===== config.mk =====
export PLATFORM = sky130hd
export DESIGN_NAME = dbuf_lane_scheduler
export DESIGN_NICKNAME = d
export VERILOG_FILES = /design/src/rtl/dbuf_lane_scheduler.sv
export SDC_FILE = /design/constraint.sdc
export NUM_CORES = 1
export LEC_CHECK = 0
export CAP_MARGIN = 0
export CORE_ASPECT_RATIO = 0.9
export CORE_MARGIN = 2
export CORE_UTILIZATION = 45
export CTS_BUF_LIST = sky130_fd_sc_hd__clkbuf_8 sky130_fd_sc_hd__clkbuf_16
export DETAILED_ROUTE_END_ITERATION = 12
export GPL_TIMING_DRIVEN = 0
export PLACE_DENSITY = 0.77
export SETUP_SLACK_MARGIN = 0.15
export SLEW_MARGIN = 5
export SYNTH_ARGS = -nofsm -noshare
export SYNTH_HDL_FRONTEND = slang
export SYNTH_SLANG_ARGS = --single-unit

===== constraint.sdc =====
create_clock -name clk_i -period 5.15 [get_ports clk_i]
set_input_delay 0.515 -clock clk_i [delete_from_list [all_inputs] [get_ports clk_i]]
set_output_delay 0.515 -clock clk_i [all_outputs]
set_load 0.005 [all_outputs]

===== src/rtl/dbuf_lane_scheduler.sv =====
// dbuf_lane_scheduler
// Credit-based round-robin frame scheduler sitting behind the double buffer's
// push port. The buffer is throttled through stall_o. Every accepted beat is
// forwarded one cycle later on a shared registered bus, tagged with a one-hot
// lane strobe. A lane owns FRAME_LEN_g consecutive beats per grant and is only
// eligible for a grant while it holds at least one credit.
module dbuf_lane_scheduler #(
  parameter int DW_g         = 64,
  parameter int LANES_g      = 4,
  parameter int FRAME_LEN_g  = 16,
  parameter int CREDIT_MAX_g = 8
) (
  input  logic                       clk_i,
  input  logic                       rst_i,
  input  logic                       enable_i,
  input  logic                       flush_i,
  input  logic                       push_valid_i,
  input  logic [DW_g-1:0]            push_data_i,
  output logic                       stall_o,
  input  logic [LANES_g-1:0]         credit_rtn_i,
  output logic [LANES_g-1:0]         lane_valid_o,
  output logic [DW_g-1:0]            lane_data_o,
  output logic                       lane_last_o,
  output logic [$clog2(LANES_g)-1:0] lane_sel_o,
  output logic                       busy_o,
  output logic                       err_o
);

  localparam int LW_c = $clog2(LANES_g);
  localparam int CW_c = $clog2(CREDIT_MAX_g + 1);
  localparam int BW_c = (FRAME_LEN_g > 1) ? $clog2(FRAME_LEN_g) : 1;
  localparam logic [CW_c-1:0] CMAX_c = CW_c'(CREDIT_MAX_g);
  localparam logic [BW_c-1:0] LAST_c = BW_c'(FRAME_LEN_g - 1);

  typedef enum logic [1:0] {
    ST_IDLE,
    ST_SELECT,
    ST_STREAM
  } state_t;

  state_t             state_q;
  logic [LW_c-1:0]    ptr_q;
  logic [LW_c-1:0]    sel_q;
  logic [BW_c-1:0]    beat_cnt_q;
  logic [LANES_g-1:0] lane_valid_q;
  logic [DW_g-1:0]    lane_data_q;
  logic               lane_last_q;
  logic               err_q;

  logic [LANES_g-1:0] has_credit;
  logic [LANES_g-1:0] rtn_err_vec;
  logic               stall;
  logic               accept;
  logic               drop;
  logic               frame_done;
  logic               found;
  logic [LW_c-1:0]    next_lane;
  logic [LW_c-1:0]    cand;

  // Stall depends only on registered state plus the enable level, never on push_valid_i.
  assign stall      = !((state_q == ST_STREAM) && enable_i && has_credit[ptr_q]);
  assign accept     = push_valid_i && !stall;
  assign drop       = push_valid_i && stall;
  assign frame_done = accept && (beat_cnt_q == LAST_c);

  // Per-lane credit counters. Credits follow consumer returns even while the
  // scheduler is disabled, so no return pulse is ever lost.
  for (genvar gi = 0; gi < LANES_g; gi++) begin : g_lane
    logic [CW_c-1:0] credit_q;
    logic [CW_c-1:0] credit_d;
    logic            consume;
    logic            rtn_err;

    assign consume = accept && (ptr_q == LW_c'(gi));

    // A beat and a return landing in the same cycle cancel; a return to a full lane is an error.
    always_comb begin
      credit_d = credit_q;
      rtn_err  = 1'b0;
      if (consume && !credit_rtn_i[gi]) begin
        credit_d = credit_q - CW_c'(1);
      end else if (credit_rtn_i[gi] && !consume) begin
        if (credit_q == CMAX_c) begin
          rtn_err = 1'b1;
        end else begin
          credit_d = credit_q + CW_c'(1);
        end
      end
    end

    // Credit register, full after reset.
    always_ff @(posedge clk_i or posedge rst_i) begin
      if (rst_i) begin
        credit_q <= CMAX_c;
      end else begin
        credit_q <= credit_d;
      end
    end

    assign has_credit[gi]  = (credit_q != '0);
    assign rtn_err_vec[gi] = rtn_err;
  end

  // Round-robin search starting one past the current pointer; the lowest offset wins.
  always_comb begin
    found     = 1'b0;
    next_lane = ptr_q;
    cand      = '0;
    for (int i = LANES_g; i >= 1; i--) begin
      cand = LW_c'((int'(ptr_q) + i) % LANES_g);
      if (has_credit[cand]) begin
        found     = 1'b1;
        next_lane = cand;
      end
    end
  end

  // Control FSM with registered lane outputs and sticky error flag.
  always_ff @(posedge clk_i or posedge rst_i) begin
    if (rst_i) begin
      state_q      <= ST_IDLE;
      ptr_q        <= LW_c'(LANES_g - 1);
      sel_q        <= '0;
      beat_cnt_q   <= '0;
      lane_valid_q <= '0;
      lane_data_q  <= '0;
      lane_last_q  <= 1'b0;
      err_q        <= 1'b0;
    end else begin
      lane_valid_q <= '0;
      lane_last_q  <= 1'b0;
      if (accept) begin
        lane_valid_q <= LANES_g'(1) << ptr_q;
        lane_data_q  <= push_data_i;
        // A flushed frame never reports a final beat.
        lane_last_q  <= frame_done && !flush_i;
      end
      if (drop || (|rtn_err_vec)) begin
        err_q <= 1'b1;
      end
      if (enable_i) begin
        case (state_q)
          ST_IDLE: begin
            state_q <= ST_SELECT;
          end
          ST_SELECT: begin
            if (found) begin
              ptr_q      <= next_lane;
              sel_q      <= next_lane;
              beat_cnt_q <= '0;
              state_q    <= ST_STREAM;
            end
          end
          ST_STREAM: begin
            if (flush_i || frame_done) begin
              beat_cnt_q <= '0;
              state_q    <= ST_SELECT;
            end else if (accept) begin
              beat_cnt_q <= beat_cnt_q + BW_c'(1);
            end
          end
          default: begin
            state_q <= ST_IDLE;
          end
        endcase
      end
    end
  end

  assign stall_o      = stall;
  assign lane_valid_o = lane_valid_q;
  assign lane_data_o  = lane_data_q;
  assign lane_last_o  = lane_last_q;
  assign lane_sel_o   = sel_q;
  assign busy_o       = (state_q == ST_STREAM);
  assign err_o        = err_q;

endmodule


==> qor.yml, run 1 <==
floorplanUtilization: 0.458
whs_ns: 0.507
ys_sh_adder: 0.0609
crit_path_start_kind: "register"
p_int_uw: 2570
nMultiInputCombCells: 250
first_iter_violations: 197
top_area_cell: "dfrtp_1"
yosys.area_share.simple: 0.104
cp.arrival_ns: 3.72
grt_pass1_wl_um: 17600
cpPeakStageDelay_ns: 0.76
setup_violations: 0
synth_cell_types: 50
post_cts_resized: 0
power_frac_seq: 0.371
htreeDepth: 3
vias: 3500
switching_share: 0.304
nNonClkInverters: 20
cp_max_fo: 10
ys_sh_aoi: 0.0571
ir_worst_vdd_v: 0.000177
die_h_um: 103
sh_seq_area: 0.350
dp_hpwl_um: 8330
p_sw_uw: 1120
synth.area.mux_share: 0.202
clock_power_uw: 667
synth-async-reset-ratio: 1.00
warnings: 39
nFillCells: 854
grt_usage: 0.190
antenna_cells: 0
clkTransAtPathRegs_ns: 0.07
syn_area_per_cell_sq_um: 13.0
status: "finished, final reports clean"
netlist_instances: 379
gp_congestion: 0.848
power_leader: "combinational cells"
fp_nets: 476
post-route-period-util: 0.681
largest_cell_class: "flip-flops and latches"
rsz0062_at_grt: "false"
regArea_sq_um: 2410
fin_crit_ns: 3.50
tightestPinTransition_ns: 0.832
logic_area_sq_um: 2260
wl_per_cell_um: 16.6
ys_area_sq_um: 4930
grt_start_max_net_pins: 56
antenna_found_initial: 0
reg2reg_to: "g_lane[1].credit_q[2]"
numPortBuffers: 146
hold_start: "lane_data_o[52]"
synthTopLogicFamily: "multiplexers"
seq-power_uw: 1370
ys_warn_count: 0
row_count: 36
cts_buffers: 9
die_x_um: 114
clock_latency_ns: 0.34
cap_violations: 0
r2r-start: "g_lane[1].credit_q[0]"
final_cell_mix: "146 x clkdlybuf4s50_1, 90 x dfrtp_1, 63 x mux2_4"
clock_path_buffers: 2
sh_comb_area: 0.328
fin_setup_tns_ns: 0
top_area_frac: 0.457
ys_seq_frac: 0.489
area_growth_pct: 39.7
clkPwrFrac: 0.181
p_leak_uw: 0.00300
hold_depth: 1
die_area_sq_um: 11800
p_comb_uw: 1650
drive_gt1_frac: 0.192
viasPerCell: 5.19
layout.cells.most_common: "clkdlybuf4s50_1"
holdPathEnd: "lane_data_o[52]"
end_kind: "register"
path_cells: "nor4_1 -> nand3_1 -> and4_4 -> buf_12 -> buf_6 -> nand2_1 -> inv_1 -> ha_1 -> xor2_1 -> ha_1 -> a21oi_1 -> xnor2_1 -> nand2_1 -> xnor2_1"
## run 1: stage by stage
stage          worst slack, ns  cells   util  power [uW]  cell area [sq um]
2_1_floorplan             2.14    379      -        2240               4930
3_3_place_gp             0.694    658  0.609        2960               6560
3_5_place_dp              1.75    659  0.612        3030               6590
4_1_cts                   1.73    675  0.640        3720               6890
5_1_grt                   1.38    675  0.640        3930               6890
6_report                  1.65    675  0.640        3690               6890
## run 1: critical path, delay by kind of cell, from the launching register on
| family | cells | cell delay (ns) |
|---|---|---|
| fa+ha+maj | 2 | 0.45 |
| buf+inv | 3 | 0.40 |
| flops | 1 | 0.45 |
| compound gates | 1 | 0.16 |
| simple gates | 5 | 1.45 |
| xor+xnor | 3 | 0.46 |
## run 1: layer usage
layer | up-vias | GRT usage | wire [um]
met3 | 14 | 0.0303 | 527
met5 | - | 0 | 0
met4 | 0 | 0.0704 | 183
met2 | 113 | 0.325 | 5520
li1 | 1648 | - | -
met1 | 1725 | 0.248 | 4980
## run 1: cells by family after synthesis
kind of cell / Yosys count
buffers and inverters: 33
adder cells (fa/ha/maj): 24
flip-flops: 96
multiplexers: 68
XOR/XNOR: 19
AND-OR/OR-AND: 45
AND/OR/NAND/NOR: 94
## run 1: state kept, by name (all words and copies together), names as in the netlist
| signal | cells |
|---|---|
| beat_cnt_q | 4 |
| lane_last_o | 1 |
| lane_valid_o | 4 |
| lane_sel_o | 2 |
| err_o | 1 |
| lane_data_o | 64 |
| ptr_q | 2 |
| g_lane.credit_q | 16 |
| state_q | 2 |
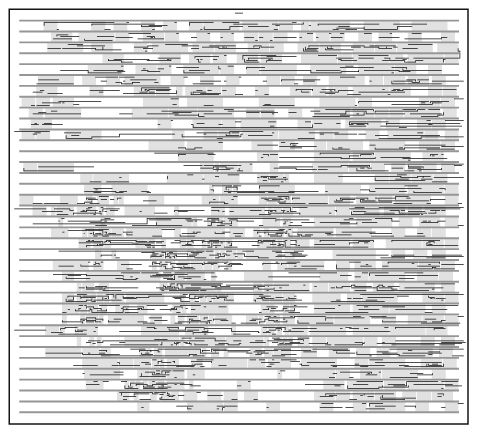
**Above:** run 1 (met1 routing).
(4 px per um) Supply wires on this layer in grey.
longest straight run: 36.3 um
main direction: horizontal
wire length on this layer: 4,980 um

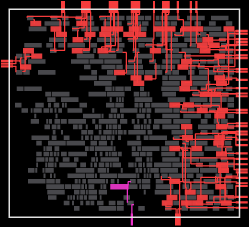
**Above:** run 1 (port wiring).
(2 px per um)
legend:
  red:
    port: push_data_i
    direction: input
    edge: 33 east, 25 north, 3 south, 3 west
    end_cells: 64
    buffers: 64
    wire: 1,810 um
  magenta:
    port: err_o
    direction: output
    edge: south
    end_cells: 1
    buffers: 1
    wire: 18.9 um

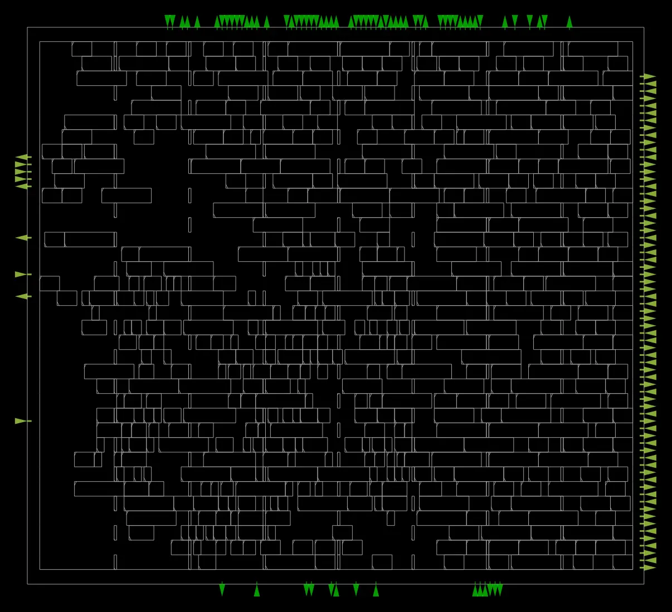
**Above:** run 1 (cell placement).
seq_cells: 96
Well Taps: 133
total core area: 10,800 sq um
fin util: 0.640

--- run 2 (diff from run 1) ---
==> constraint.sdc (replaced) <==
create_clock -name clk_i -period 3.26 [get_ports clk_i]
set_input_delay 0.326 -clock clk_i [delete_from_list [all_inputs] [get_ports clk_i]]
set_output_delay 0.326 -clock clk_i [all_outputs]
set_load 0.005 [all_outputs]
==> qor.yml, run 2 <==
status: "finished, final reports clean"  # unchanged
root_buffer: "clkbuf_16"  # unchanged
synth_top_flop_cell: "dfrtp_1"  # unchanged
drive_gt1_frac: 0.258  # was 0.192
logic_area_sq_um: 2410  # was 2260 sq um
skew_ns: 0.00891  # was 0.0109 ns
fin_crit_ns: 2.97  # was 3.50 ns
tightestPinTransition_ns: 0.671  # was 0.832 ns
finish.utilization: 0.662  # was 0.640
min_path_type: "primary input to async pin"  # was register to register
grt_overflow: 0  # unchanged
power_frac_seq: 0.370  # was 0.371
xor_share: 0.0338  # unchanged
drcViolationCount: 0  # unchanged
vias: 3549  # was 3,500
warnings: 39  # unchanged
largest_register_ff_count: 64  # unchanged
htreeDepth: 3  # unchanged
ir_worst_vdd_v: 0.000292  # was 0.000177 V
worst-path-buf-inv: 4  # was 3
die_x_um: 114  # unchanged
final_area_sq_um: 7130  # was 6890 sq um
p_leak_uw: 0.00307  # was 0.00300 uW
grt_pass1_vias: 3568  # was 3,570
stdcell_count: 684  # was 675
cts_sinks: 96  # unchanged
cap_violations: 0  # unchanged
antenna_cells: 0  # unchanged
yosysMostFrequentCell: "dfrtp_1"  # unchanged
fin_setup_tns_ns: 0  # unchanged
die_h_um: 103  # unchanged
top_area_frac: 0.457  # unchanged
dp.cells: 659  # unchanged
cts_tree: "built"  # unchanged
final_hold_viol_count: 0  # unchanged
dp_hpwl_um: 8330  # unchanged
syn_area_sq_um: 4930  # unchanged
gp_congestion: 0.848  # unchanged
fp_nets: 476  # unchanged
drtAntennaViolNets: 0  # unchanged
viasPerCell: 5.19  # about the same
clock_latency_ns: 0.34  # about the same
p_int_uw: 4140  # was 2570 uW
slew_headroom: 0.541  # was 0.440
finalWirelength_um: 11600  # was 11,200 um
ys_top_cells_by_area: "dfrtp_1 46%, mux2_4 19%, ha_1 6.1%"  # unchanged
ys_seq_frac: 0.489  # unchanged
rsz0062_at_grt: "false"  # unchanged
nFillCells: 839  # was 854
cp.arrival_ns: 3.19  # was 3.72 ns
regArea_sq_um: 2410  # about the same
dp_slack_ns: -0.142  # was 1.75 ns
ys_sh_aoi: 0.0571  # unchanged
cp_max_fo: 9  # was 10
fin_nets: 643  # was 634
numPortBuffers: 146  # unchanged
path_cells: "buf_6 -> or4_4 -> a2bb2oi_4 -> and4_4 -> buf_12 -> buf_12 -> nand2_2 -> inv_2 -> ha_4 -> xor2_1 -> ha_2 -> a21oi_2 -> xnor2_1 -> nand2_1 -> xnor2_1"  # was nor4_1 -> nand3_1 -> and4_4 -> buf_12 -> buf_6 -> nand2_1 -> inv_1 -> ha_1 -> xor2_1 -> ha_1 -> a21oi_1 -> xnor2_1 -> nand2_1 -> xnor2_1
first_pass_iters: 4  # unchanged
placed_area_sq_um: 6590  # unchanged
combPwrFrac: 0.454  # was 0.448
final_cell_mix: "146 x clkdlybuf4s50_1, 88 x dfrtp_1, 63 x mux2_4"  # was 146 x clkdlybuf4s50_1, 90 x dfrtp_1, 63 x mux2_4
switching_share: 0.310  # was 0.304
fmax_mhz: 337  # was 285 MHz
cts_buffers: 9  # unchanged
layout_setup_ws_ns: 0.290  # was 1.65 ns
antenna_found_initial: 0  # unchanged
crit_path_start_kind: "register"  # unchanged
required_ns: 3.48  # was 5.37 ns
cpPeakStageDelay_ns: 0.56  # was 0.76 ns
top_area_cell: "dfrtp_1"  # unchanged
drv_slew: 0  # unchanged
ios: 147  # unchanged
ys_area_sq_um: 4930  # unchanged
power_density_nw_per_um2: 843  # was 536 nW/um^2
row_count: 36  # unchanged
path_class: "register to register"  # unchanged
ys.flops: 96  # unchanged
die_area_sq_um: 11800  # unchanged
crit_family: "simple AND/OR/NAND/NOR gates"  # unchanged
ys_warn_count: 0  # unchanged
yosys.area_share.simple: 0.104  # unchanged
clock_path_buffers: 2  # unchanged
ys_cells: 379  # unchanged
edf_count: 0  # unchanged
end_kind: "register"  # unchanged
p_sw_uw: 1860  # was 1120 uW
grt_pass1_wl_um: 17800  # was 17,600 um
total_power_uw: 6000  # was 3690 uW
wl_per_cell_um: 17.0  # was 16.6 um
synth.area.mux_share: 0.202  # unchanged
netlist_instances: 379  # unchanged
layout.cells.most_common: "clkdlybuf4s50_1"  # unchanged
whs_ns: 0.380  # was 0.507 ns
grt_start_max_net_pins: 56  # unchanged
area_growth_pct: 44.5  # was 39.7%
synth-async-reset-ratio: 1.00  # unchanged
first_iter_violations: 180  # was 197
setup_violations: 0  # unchanged
crit_path_top_delay_cell: "or4_4"  # was nor4_1
floorplanUtilization: 0.458  # unchanged
synth_cell_types: 50  # unchanged
synthTopLogicFamily: "multiplexers"  # unchanged
ys_sh_adder: 0.0609  # unchanged
post-route-period-util: 0.911  # was 0.681
clkTransAtPathRegs_ns: 0.07  # about the same
syn_area_per_cell_sq_um: 13.0  # unchanged
core_region_area_sq_um: 10800  # unchanged
common_cells: "90 x dfrtp_1, 63 x mux2_4, 36 x nand2_1"  # unchanged
clkPwrFrac: 0.176  # was 0.181
grt_usage: 0.192  # was 0.190
## run 2: cell counts after synthesis
No cell type changed its count.
## run 2: area by class of cell
class / count / area share
Buffer: 11 / 0.0262
Clock buffer: 9 / 0.0316
Clock inverter: 7 / 0.0104
Inverter: 20 / 0.0109
Multi-Input combinational cell: 250 / 0.339
Sequential cell: 96 / 0.339
Tap cell: 133 / 0.0234
Timing Repair Buffer: 158 / 0.221
## run 2: power groups by stage
stage / Sequential, uW / Combinational, uW / Clock [uW]
after floorplan: 2140 / 1400 / 0
after detailed placement: 2180 / 2610 / 0
after CTS: 2200 / 2640 / 1080
final: 2220 / 2730 / 1060
after global placement: 2130 / 2540 / 0
after global routing: 2290 / 2960 / 1120
## run 2: path summary, 6_finish.rpt
| path | cells after the start | slack (ns) | end | startpoint |
|---|---|---|---|---|
| max | 15 | 0.29 | g_lane[2].credit_q[2] | g_lane[3].credit_q[1] |
| min | 2 | 0.38 | lane_data_o[10] | rst_i |
| max reg2reg | 15 | 0.29 | g_lane[2].credit_q[2] | g_lane[3].credit_q[1] |
| min reg2reg | 1 | 0.51 | lane_data_o[52] | lane_data_o[52] |
| max in group asynchronous | 3 | 2.16 | g_lane[0].credit_q[3] | rst_i |
| min in group clk_i | 1 | 0.51 | lane_data_o[52] | lane_data_o[52] |
## run 2: what timing repair did
item	CTS	global route
pin swaps	1	10
gates resized	20	17
hold buffers	0	0
setup buffers	0	11
setup endpoints to repair	11	7
## run 2: per-layer routing
| layer | up-vias | global-route usage | part of all wire |
|---|---|---|---|
| met4 | 0 | 0.0675 | 0.014 |
| met2 | 117 | 0.332 | 0.50 |
| met5 | - | 0 | 0 |
| li1 | 1669 | - | - |
| met3 | 15 | 0.0286 | 0.043 |
| met1 | 1748 | 0.251 | 0.44 |
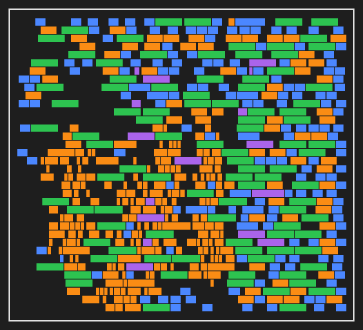
**Above:** run 2 (cells coloured by class).
(3 px per um)
legend:
  blue:
    class: remaining buffers and delay cells
    cells: 169
  green:
    class: registers
    cells: 96
  purple:
    class: clock drivers and dummy loads
    cells: 16
  orange:
    class: remaining logic cells
    cells: 270

--- run 3 (diff from run 2) ---
--- a/config.mk
+++ b/config.mk
@@ -12,9 +12,10 @@
 export CTS_BUF_LIST = sky130_fd_sc_hd__clkbuf_8 sky130_fd_sc_hd__clkbuf_16
 export DETAILED_ROUTE_END_ITERATION = 12
 export GPL_TIMING_DRIVEN = 0
-export PLACE_DENSITY = 0.77
-export SETUP_SLACK_MARGIN = 0.15
+export PLACE_DENSITY = 0.86
+export SETUP_SLACK_MARGIN = 0.05
 export SLEW_MARGIN = 5
 export SYNTH_ARGS = -nofsm -noshare
 export SYNTH_HDL_FRONTEND = slang
 export SYNTH_SLANG_ARGS = --single-unit
+export TNS_END_PERCENT = 30
==> qor.yml, run 3 <==
slew_headroom: 0.594  # was 0.541
crit_path_top_delay_cell: "or4_4"  # unchanged
htreeDepth: 3  # unchanged
p_leak_uw: 0.00301  # was 0.00307 uW
xor_share: 0.0338  # unchanged
root_buffer: "clkbuf_16"  # unchanged
ys_area_sq_um: 4930  # unchanged
dp_hpwl_um: 7750  # was 8330 um
postCtsSetupRepairBufs: 0  # unchanged
area_growth_pct: 42.0  # was 44.5%
required_ns: 3.48  # about the same
synth_cell_types: 50  # unchanged
wl_per_cell_um: 15.8  # was 17.0 um
top_area_frac: 0.457  # unchanged
total_power_uw: 5960  # was 6000 uW
status: "finished, final reports clean"  # unchanged
path_cells: "buf_6 -> or4_4 -> a2bb2oi_1 -> and4_4 -> buf_12 -> buf_6 -> nand2_2 -> inv_1 -> ha_4 -> xor2_1 -> ha_1 -> a21oi_2 -> xnor2_1 -> nand2_1 -> xnor2_1"  # was buf_6 -> or4_4 -> a2bb2oi_4 -> and4_4 -> buf_12 -> buf_12 -> nand2_2 -> inv_2 -> ha_4 -> xor2_1 -> ha_2 -> a21oi_2 -> xnor2_1 -> nand2_1 -> xnor2_1
fin_crit_ns: 3.07  # was 2.97 ns
rsz0062_at_grt: "false"  # unchanged
cts_tree: "built"  # unchanged
grt_overflow: 0  # unchanged
skew_ns: 0.00802  # was 0.00891 ns
clock_path_buffers: 2  # unchanged
cts_hold_buffers: 0  # unchanged
netlist_instances: 379  # unchanged
layout.cells.most_common: "clkdlybuf4s50_1"  # unchanged
largest_register_ff_count: 64  # unchanged
clock_latency_ns: 0.34  # about the same
yosysMostFrequentCell: "dfrtp_1"  # unchanged
antenna_found_initial: 0  # unchanged
ys_cells: 379  # unchanged
rr_worst_depth: 15  # unchanged
viasPerCell: 5.21  # was 5.19
min_path_type: "primary input to async pin"  # unchanged
synthTopLogicFamily: "multiplexers"  # unchanged
path_depth: 15  # unchanged
ys_warn_count: 0  # unchanged
vias: 3505  # was 3,549
ir_worst_vdd_v: 0.000277  # was 0.000292 V
power_density_nw_per_um2: 851  # was 843 nW/um^2
r2r_setup_slack_ns: 0.19  # was 0.29 ns
crit_path_start_kind: "register"  # unchanged
floorplanUtilization: 0.458  # unchanged
drv_slew: 0  # unchanged
drtAntennaViolNets: 0  # unchanged
drive_gt1_frac: 0.220  # was 0.258
grt_start_max_net_pins: 52  # was 56
core_region_area_sq_um: 10800  # unchanged
drcViolationCount: 0  # unchanged
ys_top_cells_by_area: "dfrtp_1 46%, mux2_4 19%, ha_1 6.1%"  # unchanged
nFillCells: 786  # was 839
setup_violations: 0  # unchanged
first_pass_iters: 4  # unchanged
cp_max_fo: 10  # was 9
synth.area.mux_share: 0.202  # unchanged
fmax_mhz: 326  # was 337 MHz
cts_sinks: 96  # unchanged
numPortBuffers: 146  # unchanged
die_x_um: 114  # unchanged
die_h_um: 103  # unchanged
antenna_cells: 0  # unchanged
ys_seq_frac: 0.489  # unchanged
r2r-start: "g_lane[3].credit_q[1]"  # unchanged
cts_buffers: 9  # unchanged
grt_pass1_vias: 3431  # was 3,568
path_class: "register to register"  # unchanged
yosys.area_share.simple: 0.104  # unchanged
top_area_cell: "dfrtp_1"  # unchanged
## run 3: how the worst max path moves through the flow
stage | to | slack (ns)
finish | g_lane[1].credit_q[2] | 0.19
detailed placement | g_lane[1].credit_q[2] | -0.14
CTS | g_lane[2].credit_q[2] | 0.05
global route | g_lane[1].credit_q[2] | 0.05
floorplan | g_lane[3].credit_q[2] | 0.30
global placement | lane_data_o[44] | -0.98
## run 3: metrics by stage
stage	cell area, sq um	util	setup TNS (ns)	worst slack [ns]	std cells
6_report	7000	0.650	0	0.191	673
2_1_floorplan	4930	-	0	0.296	379
3_3_place_gp	6560	0.609	-87.93	-0.979	658
3_5_place_dp	6590	0.612	-0.413	-0.136	659
5_1_grt	7000	0.650	0	0.0521	673
4_1_cts	6930	0.644	0	0.0492	674
## run 3: routing by layer
metal / global-route usage / up-vias / wire, um
met3: 0.0239 / 15 / 542
met4: 0.0713 / 0 / 125
li1: - / 1645 / -
met2: 0.289 / 140 / 5050
met1: 0.251 / 1705 / 4920
met5: 0 / - / 0
## run 3: repair_timing
action                     CTS  global route
pin swaps                    0             1
gates resized                4            15
setup endpoints to repair    6            12
gates cloned                 0             0
## run 3: report_power, final
part           internal, uW  leakage, uW  switching (uW)
clock                   696     0.000159             457
combinational          1720      0.00168             891
sequential             1760      0.00117             437
total                  4170      0.00301            1780
## run 3: area by class of cell
class | instances | area (sq um) | area share
plain buffers | 11 | 178 | 0.0254
clock buffers | 10 | 239 | 0.0341
clock inverters | 6 | 90.1 | 0.0129
inverters | 20 | 77.6 | 0.0111
multi-input cells | 250 | 2350 | 0.335
flip-flops and latches | 96 | 2410 | 0.345
well taps | 133 | 166 | 0.0238
repair buffers | 147 | 1490 | 0.213
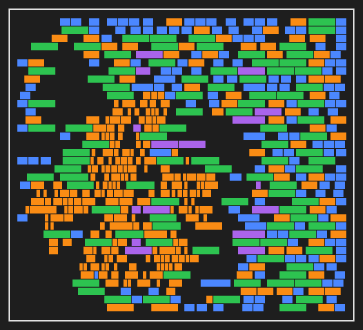
**Above:** run 3 (cells coloured by class).
(3 px per um)
legend:
  orange:
    class: remaining logic cells
    cells: 270
  green:
    class: registers
    cells: 96
  blue:
    class: remaining buffers and delay cells
    cells: 158
  purple:
    class: clock drivers and dummy loads
    cells: 16

No activity file was given, so power comes from the tool's default toggle rates.
